**src/rtl/pdm_decimator.sv**
```systemverilog
`default_nettype none
// ============================================================================
// Module   : pdm_decimator
// Brief    : PDM microphone receiver. Generates the mic bit clock, samples
//            the 1-bit stream and decimates it to signed PCM through a
//            3rd-order CIC (differential delay 1) with saturating scaling.
// Revision : 1.0 - initial release
// ============================================================================
module pdm_decimator #(
    parameter int HALF_PERIOD = 16,
    parameter int DECIM       = 64,
    parameter int OUT_WIDTH   = 16
) (
    input  logic                        clk_in,
    input  logic                        rst_in,
    input  logic                        mic_data_in,
    output logic                        mic_clk_out,
    output logic signed [OUT_WIDTH-1:0] sample_out,
    output logic                        sample_valid_out
);

    // CIC register growth is 3*log2(R) bits; one extra bit keeps +R^3 positive.
    localparam int c_log2_r = $clog2(DECIM);
    localparam int c_w      = 3 * c_log2_r + 2;
    localparam int c_shift  = 3 * c_log2_r + 1 - OUT_WIDTH;
    localparam int c_div_w  = $clog2(HALF_PERIOD);
    localparam int c_dec_w  = c_log2_r;

    localparam logic [c_div_w-1:0]          c_div_last = c_div_w'(HALF_PERIOD - 1);
    localparam logic [c_dec_w-1:0]          c_dec_last = c_dec_w'(DECIM - 1);
    localparam logic signed [c_w-1:0]       c_pos_one  = c_w'(1);
    localparam logic signed [c_w-1:0]       c_neg_one  = '1;
    localparam logic signed [c_w-1:0]       c_sat_max  = c_w'((2 ** (OUT_WIDTH - 1)) - 1);
    localparam logic signed [c_w-1:0]       c_sat_min  = ~c_sat_max;
    localparam logic signed [OUT_WIDTH-1:0] c_out_max  = {1'b0, {(OUT_WIDTH - 1){1'b1}}};
    localparam logic signed [OUT_WIDTH-1:0] c_out_min  = {1'b1, {(OUT_WIDTH - 1){1'b0}}};

    logic [c_div_w-1:0]          r_div_cnt;
    logic                        r_mic_clk;
    logic                        r_sync1;
    logic                        r_sync2;
    logic                        w_tick;
    logic signed [c_w-1:0]       w_x;
    logic signed [c_w-1:0]       r_int1;
    logic signed [c_w-1:0]       r_int2;
    logic signed [c_w-1:0]       r_int3;
    logic [c_dec_w-1:0]          r_dec_cnt;
    logic                        r_dec_stb;
    logic signed [c_w-1:0]       r_comb1;
    logic signed [c_w-1:0]       r_comb2;
    logic signed [c_w-1:0]       r_comb3;
    logic signed [c_w-1:0]       r_dly1;
    logic signed [c_w-1:0]       r_dly2;
    logic signed [c_w-1:0]       r_dly3;
    logic                        r_v1;
    logic                        r_v2;
    logic                        r_v3;
    logic signed [c_w-1:0]       w_scaled;
    logic signed [OUT_WIDTH-1:0] w_out;
    logic [1:0]                  r_warm;
    logic signed [OUT_WIDTH-1:0] r_sample;
    logic                        r_valid;

    // Bit tick: last cycle of the high phase, i.e. just before the falling edge.
    assign w_tick = (r_div_cnt == c_div_last) && r_mic_clk;
    // Bipolar mapping of the synchronized bit: 1 -> +1, 0 -> -1.
    assign w_x    = r_sync2 ? c_pos_one : c_neg_one;

    // Mic clock divider: toggle on every counter wrap.
    always_ff @(posedge clk_in) begin
        if (rst_in) begin
            r_div_cnt <= '0;
            r_mic_clk <= 1'b0;
        end else if (r_div_cnt == c_div_last) begin
            r_div_cnt <= '0;
            r_mic_clk <= ~r_mic_clk;
        end else begin
            r_div_cnt <= r_div_cnt + c_div_w'(1);
        end
    end

    // Two-flop synchronizer for the asynchronous mic data.
    always_ff @(posedge clk_in) begin
        if (rst_in) begin
            r_sync1 <= 1'b0;
            r_sync2 <= 1'b0;
        end else begin
            r_sync1 <= mic_data_in;
            r_sync2 <= r_sync1;
        end
    end

    // Integrator cascade and block counter; each stage adds the previous
    // stage's old value, wrap-around is harmless because the combs undo it.
    always_ff @(posedge clk_in) begin
        if (rst_in) begin
            r_int1    <= '0;
            r_int2    <= '0;
            r_int3    <= '0;
            r_dec_cnt <= '0;
            r_dec_stb <= 1'b0;
        end else begin
            r_dec_stb <= 1'b0;
            if (w_tick) begin
                r_int1 <= r_int1 + w_x;
                r_int2 <= r_int2 + r_int1;
                r_int3 <= r_int3 + r_int2;
                if (r_dec_cnt == c_dec_last) begin
                    r_dec_cnt <= '0;
                    r_dec_stb <= 1'b1;
                end else begin
                    r_dec_cnt <= r_dec_cnt + c_dec_w'(1);
                end
            end
        end
    end

    // Comb pipeline, one stage per cycle, advanced by a travelling valid bit.
    always_ff @(posedge clk_in) begin
        if (rst_in) begin
            r_comb1 <= '0;
            r_comb2 <= '0;
            r_comb3 <= '0;
            r_dly1  <= '0;
            r_dly2  <= '0;
            r_dly3  <= '0;
            r_v1    <= 1'b0;
            r_v2    <= 1'b0;
            r_v3    <= 1'b0;
        end else begin
            r_v1 <= r_dec_stb;
            r_v2 <= r_v1;
            r_v3 <= r_v2;
            if (r_dec_stb) begin
                r_comb1 <= r_int3 - r_dly1;
                r_dly1  <= r_int3;
            end
            if (r_v1) begin
                r_comb2 <= r_comb1 - r_dly2;
                r_dly2  <= r_comb1;
            end
            if (r_v2) begin
                r_comb3 <= r_comb2 - r_dly3;
                r_dly3  <= r_comb2;
            end
        end
    end

    assign w_scaled = r_comb3 >>> c_shift;

    // Saturate the scaled comb output into the PCM range (+R^3 clips to max).
    always_comb begin
        w_out = w_scaled[OUT_WIDTH-1:0];
        if (w_scaled > c_sat_max) begin
            w_out = c_out_max;
        end else if (w_scaled < c_sat_min) begin
            w_out = c_out_min;
        end
    end

    // Output register: swallow the first three results while the filter fills.
    always_ff @(posedge clk_in) begin
        if (rst_in) begin
            r_warm   <= 2'd0;
            r_sample <= '0;
            r_valid  <= 1'b0;
        end else begin
            r_valid <= 1'b0;
            if (r_v3) begin
                if (r_warm != 2'd3) begin
                    r_warm <= r_warm + 2'd1;
                end else begin
                    r_sample <= w_out;
                    r_valid  <= 1'b1;
                end
            end
        end
    end

    assign mic_clk_out      = r_mic_clk;
    assign sample_out       = r_sample;
    assign sample_valid_out = r_valid;

endmodule
`default_nettype wire

```
**config.mk**
```make
export PLATFORM = sky130hd
export DESIGN_NAME = pdm_decimator
export DESIGN_NICKNAME = d
export VERILOG_FILES = /design/src/rtl/pdm_decimator.sv
export SDC_FILE = /design/constraint.sdc
export NUM_CORES = 1
export LEC_CHECK = 0
export ABC_AREA = 1
export CORE_MARGIN = 2
export CORE_UTILIZATION = 49
export CTS_CLUSTER_DIAMETER = 50
export DETAILED_ROUTE_END_ITERATION = 8
export PLACE_DENSITY = 0.76
export RECOVER_POWER = 100
export SLEW_MARGIN = 20
export SYNTH_ARGS = -nofsm -noshare
export SYNTH_HDL_FRONTEND = slang
export SYNTH_SLANG_ARGS = --single-unit
```
**constraint.sdc**
```tcl
create_clock -name clk_in -period 2.7 [get_ports clk_in]
set_input_delay 0.27 -clock clk_in [delete_from_list [all_inputs] [get_ports clk_in]]
set_output_delay 0.27 -clock clk_in [all_outputs]
set_load 0.1 [all_outputs]
```
### Signal wires on met2, run 1

Drawn at 2 px/um. Cells faint in the background.
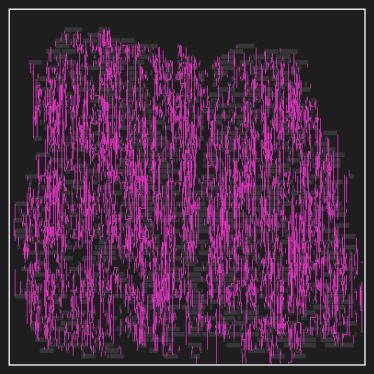
share of all routed wire	48%
longest straight run	57.1 um
main direction	vertical
nets with wire on the layer	1,871
wire length on this layer	16,900 um
met2 usage: 41.0%
via count: 13,900
Routed WL: 35,400 um

### Placed cells, one color a class, run 1

Drawn at 2 px/um. Fill, decap, tap and diode cells in gray.
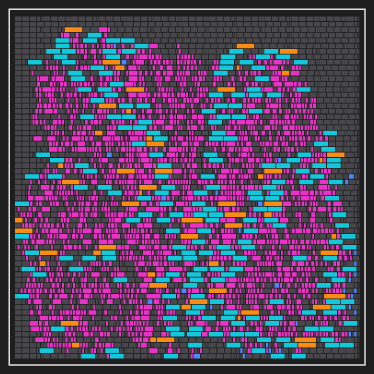
class	color	cells	share of their area
flip-flops	cyan	213	27%
clock drivers and dummy loads	orange	56	7.0%
all other logic	magenta	2,009	65%
other buffers and delay cells	blue	32	1.0%
Non-Filler Cell Area, Final: 16,100 um2
post-route core utilization: 54.5%
cell row count: 63
Floorplan Core Area: 29,600 um2
sequential portion of the cell area: 26.5%

==> results_tabular.tex, run 1 <==
% Auto-generated results table
\begin{tabular}{lr}
\hline
Metric & Value \\
\hline
\multicolumn{2}{l}{\textbf{Setup path}} \\
\quad Kind of start point of the critical path & flop \\
\quad R2r endpoint & r\_int3[14] \\
\quad Critical path start-end classification & reg2reg \\
\multicolumn{2}{l}{\textbf{Global routing}} \\
\quad Overall Global Routing Usage & 22.8\% \\
\quad Maximum number of pins on one net before global-route repair & approximately 120 \\
\multicolumn{2}{l}{\textbf{STA}} \\
\quad Setup violation total in the final timing report & 0 \\
\quad Final number of max-transition violations & 115 \\
\quad Total Neg Setup Slack & 0 ns \\
\quad Number of hold violations in the final report & 0 \\
\quad Worst-margin pin slew & between 2 and 3 ns \\
\multicolumn{2}{l}{\textbf{Pwr}} \\
\quad Total Power Consumption & $\sim$7500 uW \\
\quad Reported leakage power & approximately 0.008 uW \\
\multicolumn{2}{l}{\textbf{Route}} \\
\quad Met3 routed wirelength & 1070 um \\
\quad Iteration-0 DRC count of the detailed router & 635 \\
\quad Avg WL per Cell & approximately 13 um \\
\quad Antenna viol nets, final & 0 \\
\multicolumn{2}{l}{\textbf{CTS}} \\
\quad Clk slew on worst S/H paths & $\sim$0.060 ns \\
\quad Root buffer cell & clkbuf\_16 \\
\quad TritonCTS buffer count & 30 \\
\quad Number of sinks on the clock net & between 200 and 250 \\
\multicolumn{2}{l}{\textbf{Logic synthesis}} \\
\quad Area fraction in mux cells & 0\% \\
\quad Area fraction in full adders, half adders and majority gates & a little over a tenth \\
\quad XOR/XNOR share of the synthesized area & $\sim$3.1\% \\
\quad Library cell occupying the most area in the post-synthesis netlist & dfxtp\_1 \\
\multicolumn{2}{l}{\textbf{Layout}} \\
\quad Inserted Diodes & 0 \\
\quad Storage cell area & about 4300 um2 \\
\multicolumn{2}{l}{\textbf{Run}} \\
\quad \# Max-Cap Violations & 1 \\
\multicolumn{2}{l}{\textbf{Outcome}} \\
\quad Result of the run & finished, violations left \\
\quad Violations in the final reports & capacitance limit, slew limit \\
\multicolumn{2}{l}{\textbf{Hold path}} \\
\quad Type of the tightest min-delay check & in2reg \\
\hline
\end{tabular}
### Clock wires, drivers and flops, run 1

Drawn at 3 px/um.
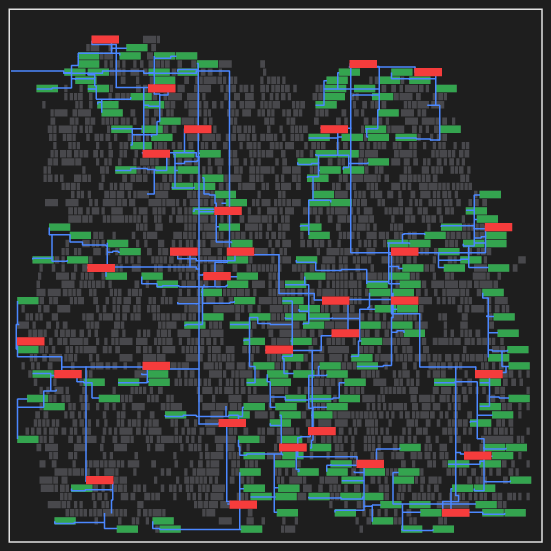
[cells driving clock nets] red | count: 30
[flip-flops] green | count: 213
[clock wires] blue | length: 2,890 um
routed clock nets	31
flops lie	widely spread
fraction of power consumed by the clock network: 56.1%
clock group total power: 4210 uW
worst-case clock skew: 0.0148 ns

## Run 2: what changed since run 1
--- a/config.mk
+++ b/config.mk
@@ -6,13 +6,11 @@
 export NUM_CORES = 1
 export LEC_CHECK = 0
 export ABC_AREA = 1
-export CORE_MARGIN = 2
 export CORE_UTILIZATION = 49
 export CTS_CLUSTER_DIAMETER = 50
 export DETAILED_ROUTE_END_ITERATION = 8
 export PLACE_DENSITY = 0.76
 export RECOVER_POWER = 100
-export SLEW_MARGIN = 20
 export SYNTH_ARGS = -nofsm -noshare
 export SYNTH_HDL_FRONTEND = slang
 export SYNTH_SLANG_ARGS = --single-unit
==> run 2 against run 1 <==
Largest cell class unchanged. Largest power group unchanged. Clock skew is 0.0014 ns lower. Synthesized cell count unchanged. Critical endpoint is now r_int3[7]. Non-clock buffer count shrank 2. The run still ends with capacitance limit, slew limit left. Critical path depth stayed put. Sequential share of layout area grew 0.12 points.
==> results_tabular.tex, run 2 <==
% Auto-generated results table
\begin{tabular}{lr}
\hline
Metric & Value \\
\hline
\multicolumn{2}{l}{\textbf{Logic synthesis}} \\
\quad Flip-flops with a built-in enable & 0 \\
\quad Library cell occupying the most area in the post-synthesis netlist & dfxtp\_1 \\
\quad XOR/XNOR share of the synthesized area & 3.10\% (unchanged) \\
\quad Area fraction in full adders, half adders and majority gates & 10.5\% (unchanged) \\
\quad Area fraction in mux cells & 0\% (unchanged) \\
\multicolumn{2}{l}{\textbf{CTS}} \\
\quad TritonCTS buffer count & 29 (-3.3\%) \\
\quad Number of sinks on the clock net & 213 (unchanged) \\
\quad Clk slew on worst S/H paths & 0.06 ns (about the same) \\
\quad Root buffer cell & clkbuf\_16 \\
\multicolumn{2}{l}{\textbf{Place}} \\
\quad Post-detail-place hpwl & roughly 26,000 um \\
\multicolumn{2}{l}{\textbf{Setup path}} \\
\quad Critical path start-end classification & reg2reg \\
\quad Kind of start point of the critical path & flop \\
\quad Maximum fanout along the worst path & 36 \\
\quad Crit-path cells & ha\_1, nand3\_1, nor2\_4, inv\_1, clkbuf\_1, a21oi\_1, o21ai\_0, inv\_1 \\
\quad R2r endpoint & r\_int3[7] \\
\multicolumn{2}{l}{\textbf{STA}} \\
\quad Worst-margin pin slew & 2.06 ns (-0.447 ns) \\
\quad Final number of max-transition violations & 141 (+23\%) \\
\quad Total Neg Setup Slack & 0 ns (unchanged) \\
\quad Setup violation total in the final timing report & 0 (unchanged) \\
\quad Worst-case clock skew & 0.0133 ns (-0.00141 ns) \\
\multicolumn{2}{l}{\textbf{Hold path}} \\
\quad Type of the tightest min-delay check & in2reg \\
\multicolumn{2}{l}{\textbf{Pwr}} \\
\quad Sequential power & about 3200 uW \\
\quad Total Power Consumption & 7340 uW (-2.1\%) \\
\quad Reported leakage power & 0.00814 uW (-0.43\%) \\
\quad Fraction of power consumed by the clock network & 55.1\% (-1.0 points) \\
\quad Clock group total power & 4050 uW (-4\%) \\
\quad Net switching power of the design & 1630 uW \\
\multicolumn{2}{l}{\textbf{Route}} \\
\quad Iteration-0 DRC count of the detailed router & 713 (+12\%) \\
\quad Pre-Repair DR Iteration Count & 5 \\
\quad Uppermost signal routing layer after detailed routing & met4 \\
\quad Antenna viol nets, final & 0 (unchanged) \\
\quad Met3 routed wirelength & 1130 um (+5.1\%) \\
\quad Avg WL per Cell & 13.0 um (-1.0\%) \\
\quad Routed WL & 35,000 um (-1.2\%) \\
\multicolumn{2}{l}{\textbf{Layout}} \\
\quad Inserted Diodes & 0 (unchanged) \\
\quad Storage cell area & 4260 um2 (unchanged) \\
\quad Sequential portion of the cell area & 26.6\% (+0.12 points) \\
\multicolumn{2}{l}{\textbf{Die}} \\
\quad Die X & around 180 um \\
\quad Die Outline Area & 30,700 um2 \\
\quad Cell row count & 63 (unchanged) \\
\quad Floorplan Core Area & 29,600 um2 (unchanged) \\
\multicolumn{2}{l}{\textbf{Global routing}} \\
\quad Maximum number of pins on one net before global-route repair & 90 (-22\%) \\
\quad Overall Global Routing Usage & 23.0\% (+0.25 points) \\
\multicolumn{2}{l}{\textbf{Outcome}} \\
\quad Result of the run & finished, violations left \\
\quad Violations in the final reports & capacitance limit, slew limit \\
\multicolumn{2}{l}{\textbf{Run}} \\
\quad \# Max-Cap Violations & 2 (+1) \\
\hline
\end{tabular}
### Signal wires on met2, run 2

Drawn at 2 px/um. Cells faint in the background.
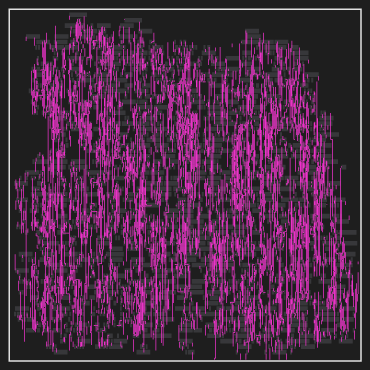
share of all routed wire	48%
nets with wire on the layer	1,819
wire length on this layer	16,600 um
longest straight run	57.5 um
main direction	vertical
via count: 13,700
met2 usage: 41.3%

Power figures rest on the tool's default switching activity, not on a simulated workload.
